**src/rtl/counter_bank_pkg.sv**
```systemverilog
// Shared definitions for the counter bank: default parameters and the
// per-channel request encoding used by every counter cell.
package counter_bank_pkg;

    localparam int DEF_CH      = 2;
    localparam int DEF_W       = 4;
    localparam int DEF_EN_DLY  = 3;
    localparam int DEF_CASCADE = 0;

    typedef enum logic [1:0] {
        REQ_HOLD = 2'd0,
        REQ_LOAD = 2'd1,
        REQ_INC  = 2'd2,
        REQ_DEC  = 2'd3
    } req_e;

    // Load wins; inc and dec together cancel to a hold.
    function automatic req_e encode_req(input logic load, input logic inc, input logic dec);
        if (load)
            return REQ_LOAD;
        else if (inc && !dec)
            return REQ_INC;
        else if (dec && !inc)
            return REQ_DEC;
        return REQ_HOLD;
    endfunction

endpackage

```
**src/rtl/counter_bank_counter_cell.sv**
```systemverilog
// One W-bit up/down counter channel with parallel load, wrap/saturate
// selection, combinational wrap flags and registered carry/borrow pulses.
module counter_cell
    import counter_bank_pkg::*;
#(
    parameter int W = DEF_W
) (
    input  logic         clk,
    input  logic         reset,
    input  logic         ready,
    input  logic         sat_mode,
    input  logic         load,
    input  logic         inc,
    input  logic         dec,
    input  logic [W-1:0] din,
    output logic [W-1:0] count,
    output logic         wrap_up,
    output logic         wrap_dn,
    output logic         carry,
    output logic         borrow
);

    localparam logic [W-1:0] MAX = '1;

    req_e req;

    function automatic logic [W-1:0] next_count(input req_e r, input logic [W-1:0] c,
                                                 input logic [W-1:0] d, input logic sat);
        case (r)
            REQ_LOAD: return d;
            REQ_INC:  return (sat && c == MAX) ? c : c + W'(1);
            REQ_DEC:  return (sat && c == '0) ? c : c - W'(1);
            default:  return c;
        endcase
    endfunction

    assign req     = ready ? encode_req(load, inc, dec) : REQ_HOLD;
    // The wrap flags also feed the next channel's ripple in cascade mode.
    assign wrap_up = (req == REQ_INC) && !sat_mode && (count == MAX);
    assign wrap_dn = (req == REQ_DEC) && !sat_mode && (count == '0);

    always_ff @(posedge clk or posedge reset) begin
        if (reset) begin
            count  <= '0;
            carry  <= 1'b0;
            borrow <= 1'b0;
        end else begin
            count  <= next_count(req, count, din, sat_mode);
            carry  <= wrap_up;
            borrow <= wrap_dn;
        end
    end

endmodule

```
**src/rtl/counter_bank.sv**
```systemverilog
// Bank of CH up/down counters with a start-up enable delay and an optional
// cascade that chains the channels into one CH*W-bit counter.
module counter_bank
    import counter_bank_pkg::*;
#(
    parameter int CH      = DEF_CH,
    parameter int W       = DEF_W,
    parameter int EN_DLY  = DEF_EN_DLY,
    parameter int CASCADE = DEF_CASCADE
) (
    input  logic          clk,
    input  logic          reset,
    input  logic [CH-1:0]   load_en,
    input  logic [CH*W-1:0] din,
    input  logic [CH-1:0]   inc_en,
    input  logic [CH-1:0]   dec_en,
    input  logic [CH-1:0]   sat_mode,
    output logic          ready,
    output logic [CH*W-1:0] dout,
    output logic [CH-1:0]   carry,
    output logic [CH-1:0]   borrow
);

    logic [EN_DLY-1:0] dly;
    logic              unused_req;

    always_ff @(posedge clk or posedge reset) begin
        if (reset)
            dly <= '0;
        else
            dly <= (dly << 1) | EN_DLY'(1);
    end

    assign ready = dly[EN_DLY-1];

    // Upper channels' own inc/dec are ignored when cascaded.
    assign unused_req = ^{inc_en, dec_en};

    for (genvar i = 0; i < CH; i++) begin : g_ch
        logic inc_eff, dec_eff, wu, wd;

        if (CASCADE != 0 && i > 0) begin : g_casc
            assign inc_eff = g_ch[i-1].wu;
            assign dec_eff = g_ch[i-1].wd;
        end else begin : g_own
            assign inc_eff = inc_en[i];
            assign dec_eff = dec_en[i];
        end

        counter_cell #(.W(W)) u_cell (
            .clk      (clk),
            .reset    (reset),
            .ready    (ready),
            .sat_mode (sat_mode[i]),
            .load     (load_en[i]),
            .inc      (inc_eff),
            .dec      (dec_eff),
            .din      (din[i*W +: W]),
            .count    (dout[i*W +: W]),
            .wrap_up  (wu),
            .wrap_dn  (wd),
            .carry    (carry[i]),
            .borrow   (borrow[i])
        );
    end

endmodule

```
**config.mk**
```make
export PLATFORM = sky130hd
export DESIGN_NAME = counter_bank
export DESIGN_NICKNAME = d
export VERILOG_FILES = /design/src/rtl/counter_bank_pkg.sv /design/src/rtl/counter_bank_counter_cell.sv /design/src/rtl/counter_bank.sv
export SDC_FILE = /design/constraint.sdc
export NUM_CORES = 1
export LEC_CHECK = 0
export CAP_MARGIN = 20
export CORE_UTILIZATION = 45
export DETAILED_ROUTE_END_ITERATION = 8
export PLACE_DENSITY_LB_ADDON = 0.05
export REMOVE_ABC_BUFFERS = 1
export SLEW_MARGIN = 20
export SYNTH_ARGS = -nofsm -noshare
export SYNTH_HDL_FRONTEND = slang
export SYNTH_HIERARCHICAL = 1
export SYNTH_SLANG_ARGS = --single-unit
```
**constraint.sdc**
```tcl
create_clock -name clk -period 2.4 [get_ports clk]
set_input_delay 0.24 -clock clk [delete_from_list [all_inputs] [get_ports clk]]
set_output_delay 0.24 -clock clk [all_outputs]
set_load 0.02 [all_outputs]
```
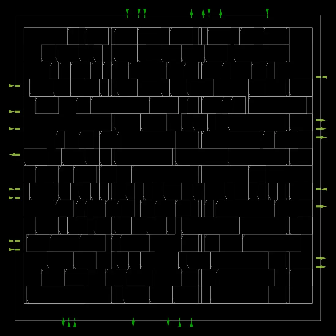
**Above:** cell placement.
Layout Cells excl Fill: 167
flop count: 15

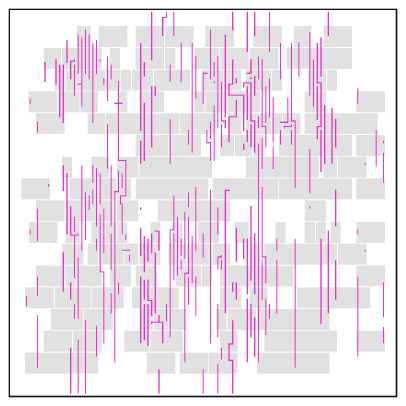
**Above:** metal 2.
Drawn at 8 px/um.
longest straight run: 27.2 um
share of all routed wire: 47%
Total Wirelength: 2090 um
via count: 914
met2 usage: 29.9%

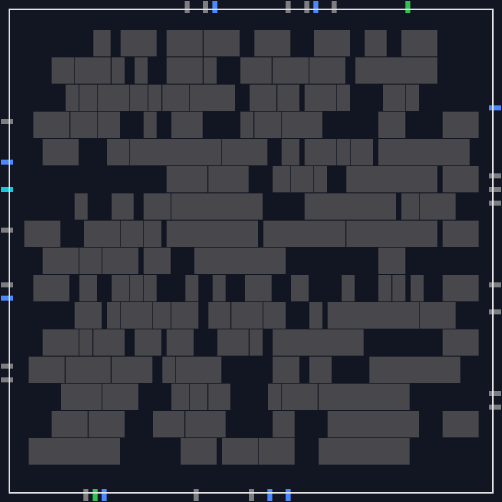
**Above:** pin map.
Drawn at 10 px/um. Pins as bars across the die edge, other pins in gray.
legend:
  din:
    color: blue
    pins: 8
    direction: input
    edge: 3 bottom, 2 left, 2 top, 1 right
  sat_mode:
    color: green
    pins: 2
    direction: input
    edge: 1 bottom, 1 top
  clk:
    color: cyan
    pins: 1
    direction: input
    edge: left
Die Wd: 48.2 um
I/O Buffers: 30
Die Y: 48.2 um

==> ci_impl_report.md <==
### Yosys + OpenROAD results

| Metric | Value |
|---|---|
| Top logic cells by instance count in the layout | clkdlybuf4s50_1, dfrtp_1, inv_1 |
| Adder Area Share | 5.21% |
| Diodes inserted | 0 |
| CLK BUF | 3 |
| Sequential share of power | 42.6% |
| Critical path peak fanout | 2 |
| Congestion Overflow GR | 0 |
| Simple-gate portion of the synthesized area | 21.6% |
| ANT nets after route | 0 |
| Final core utilization | 69.0% |
| Minimum setup slack among reg-to-reg paths | 0.33 ns |
| Pleak | between 0.6 and 0.7 nW |
| Clock root buffer | clkbuf_4 |
| Slowest CP cell | clkdlybuf4s50_1 |
| Synth Warn # | 6 |
| Status | finished, final reports clean |
| DRT met1 WL | between 900 and 1000 um |
| Final nets | roughly 160 |
| Avg Inst Size Synth | 9.51 um2 |
| Syn Inst Count | 101 |
| Vias in the first global route | about 750 |
| CTS Sinks | 15 |
| Register area | 375 um2 |
| CTS H-tree lvls | 1 |
| DP HPWL | 1690 um |
| TNS Setup | 0 ns |
| Rows | 16 |
| Area growth syn-to-layout | 42.3% |
| WHS | 0.169 ns |
| CP max stage delay | 0.45 ns |
| Top Ports | 31 |
| Met1 Use GR | between 20 and 30% |
| Clock share of power | approximately 18% |
| Worst-path cell chain | clkdlybuf4s50_1 -> inv_1 -> ha_1 -> or3b_1 -> nor2_1 -> xor2_1 -> ha_1 -> mux2_2 -> mux2_2 |
| Clock Pin Slew Worst Setup and Hold Paths | ~0.09 ns |
| Post-Syn Area | 961 um2 |
| Vias/cell | 5.47 |
| # fillers | 158 |
| PwrDens | 593 nW/um2 |
| Non-clock buffers | 37 |
| Worst EP required | 2.58 ns |
| Total track usage | 20.3% |
| Worst setup SP type | input pin |
| Setup Skew | 0.00266 ns |
| Clk buf depth | 2 |
| # Cells Yosys | 101 |
| Maximum Capacitance Violations | 0 |
| Most numerous logic cell after layout | clkdlybuf4s50_1 |
| Final non-clock buffer share | 25.8% |
| Postcts setup bufs | 0 |
| Core Density at Floorplan | 48.5% |
| Power Combinational | 0.322 mW |
| Post-Place Cells | 163 |
| Final min period | 2.26 ns |
| Chip area | about 2300 um2 |
| Met3 GRT Util | 6.67% |
| Sequential Power | 0.345 mW |
| Cell Int Power | between 0.5 and 0.6 mW |
| First-pass GRT wire length | 3180 um |
| Register share after synthesis | 39.1% |
| R2R cell count | 6 |
| Yosys chip area | 961 um2 |
| RSZ-0062 raised after global routing | no |
| Combinational Power Share | ~40% |
| CTS tree | yes |
| Core area | around 2000 um2 |
| Clock-cell share | 2.01% |
| Clk_lat worst skew | 0.28 ns |
| Setup ws final | 0.141 ns |
| Slew Viols, Final | 0 |
| Path type of the worst min-delay path | in2async |
| Comb/total area | 39.2% |
| Number of logic gates | 73 |
| Log Warnings | 25 |
| Switching fraction of total power | 35.6% |
| Antenna violations before repair | 0 |
| Inverters | 11 |
| PostCTS Resize Cnt | 0 |
| DRC viols | 0 |
| Wire per inst | 12.5 um |
| WP buf/inv | 2 |
| Crit path max-delay family | simple AND/OR/NAND/NOR gates |
| Starting DRT DRC Count | 25 |
cell usage after synthesis, drive strengths merged:
master | instances | area (um2)
inv | 11 | 41.3
nand2 | 10 | 37.5
nand3 | 2 | 10.0
or4 | 2 | 22.5
nor3 | 2 | 10.0
dfrtp | 15 | 375
ha | 4 | 50.1
nand4 | 2 | 12.5
a221oi | 2 | 17.5
xor2 | 2 | 17.5
conb | 1 | 3.75
and3 | 2 | 12.5
clkbuf | 2 | 7.51
a211oi | 4 | 30.0
or3 | 2 | 12.5
nor2b | 2 | 12.5
mux2i | 2 | 45.0
a311o | 2 | 20.0
or3b | 2 | 17.5
a21oi | 6 | 30.0
o22ai | 4 | 25.0
nor2 | 4 | 15.0
o31a | 2 | 17.5
and4 | 2 | 20.0
nor4 | 4 | 25.0
a31o | 2 | 17.5
o21ai | 2 | 10.0
mux2 | 4 | 45.0
worst max-delay path by stage:
stage | from | cells after the start | endpoint
final | dec_en[0] | 9 | g_ch[0].u_cell/count[1]
after global routing | dec_en[0] | 9 | g_ch[0].u_cell/count[1]
after CTS | dec_en[0] | 9 | g_ch[0].u_cell/count[1]
after detailed placement | dec_en[0] | 9 | g_ch[0].u_cell/count[1]
after global placement | dec_en[0] | 9 | g_ch[0].u_cell/count[1]
after floorplan | dly[2] | 6 | g_ch[0].u_cell/count[1]
per-stage QoR:
stage / total power [mW] / area, um2
after floorplan: 0.529 / 953
after global placement: 0.664 / 1340
after detailed placement: 0.672 / 1340
after CTS: 0.817 / 1370
after global routing: 0.865 / 1370
final: 0.811 / 1370
registers in the layout (all words and copies together) (netlist names):
signal and cells:
g_ch.u_cell/count 8, dly 3, g_ch.u_cell/borrow 2, g_ch.u_cell/carry 2
Power and IR drop assume default switching activity.
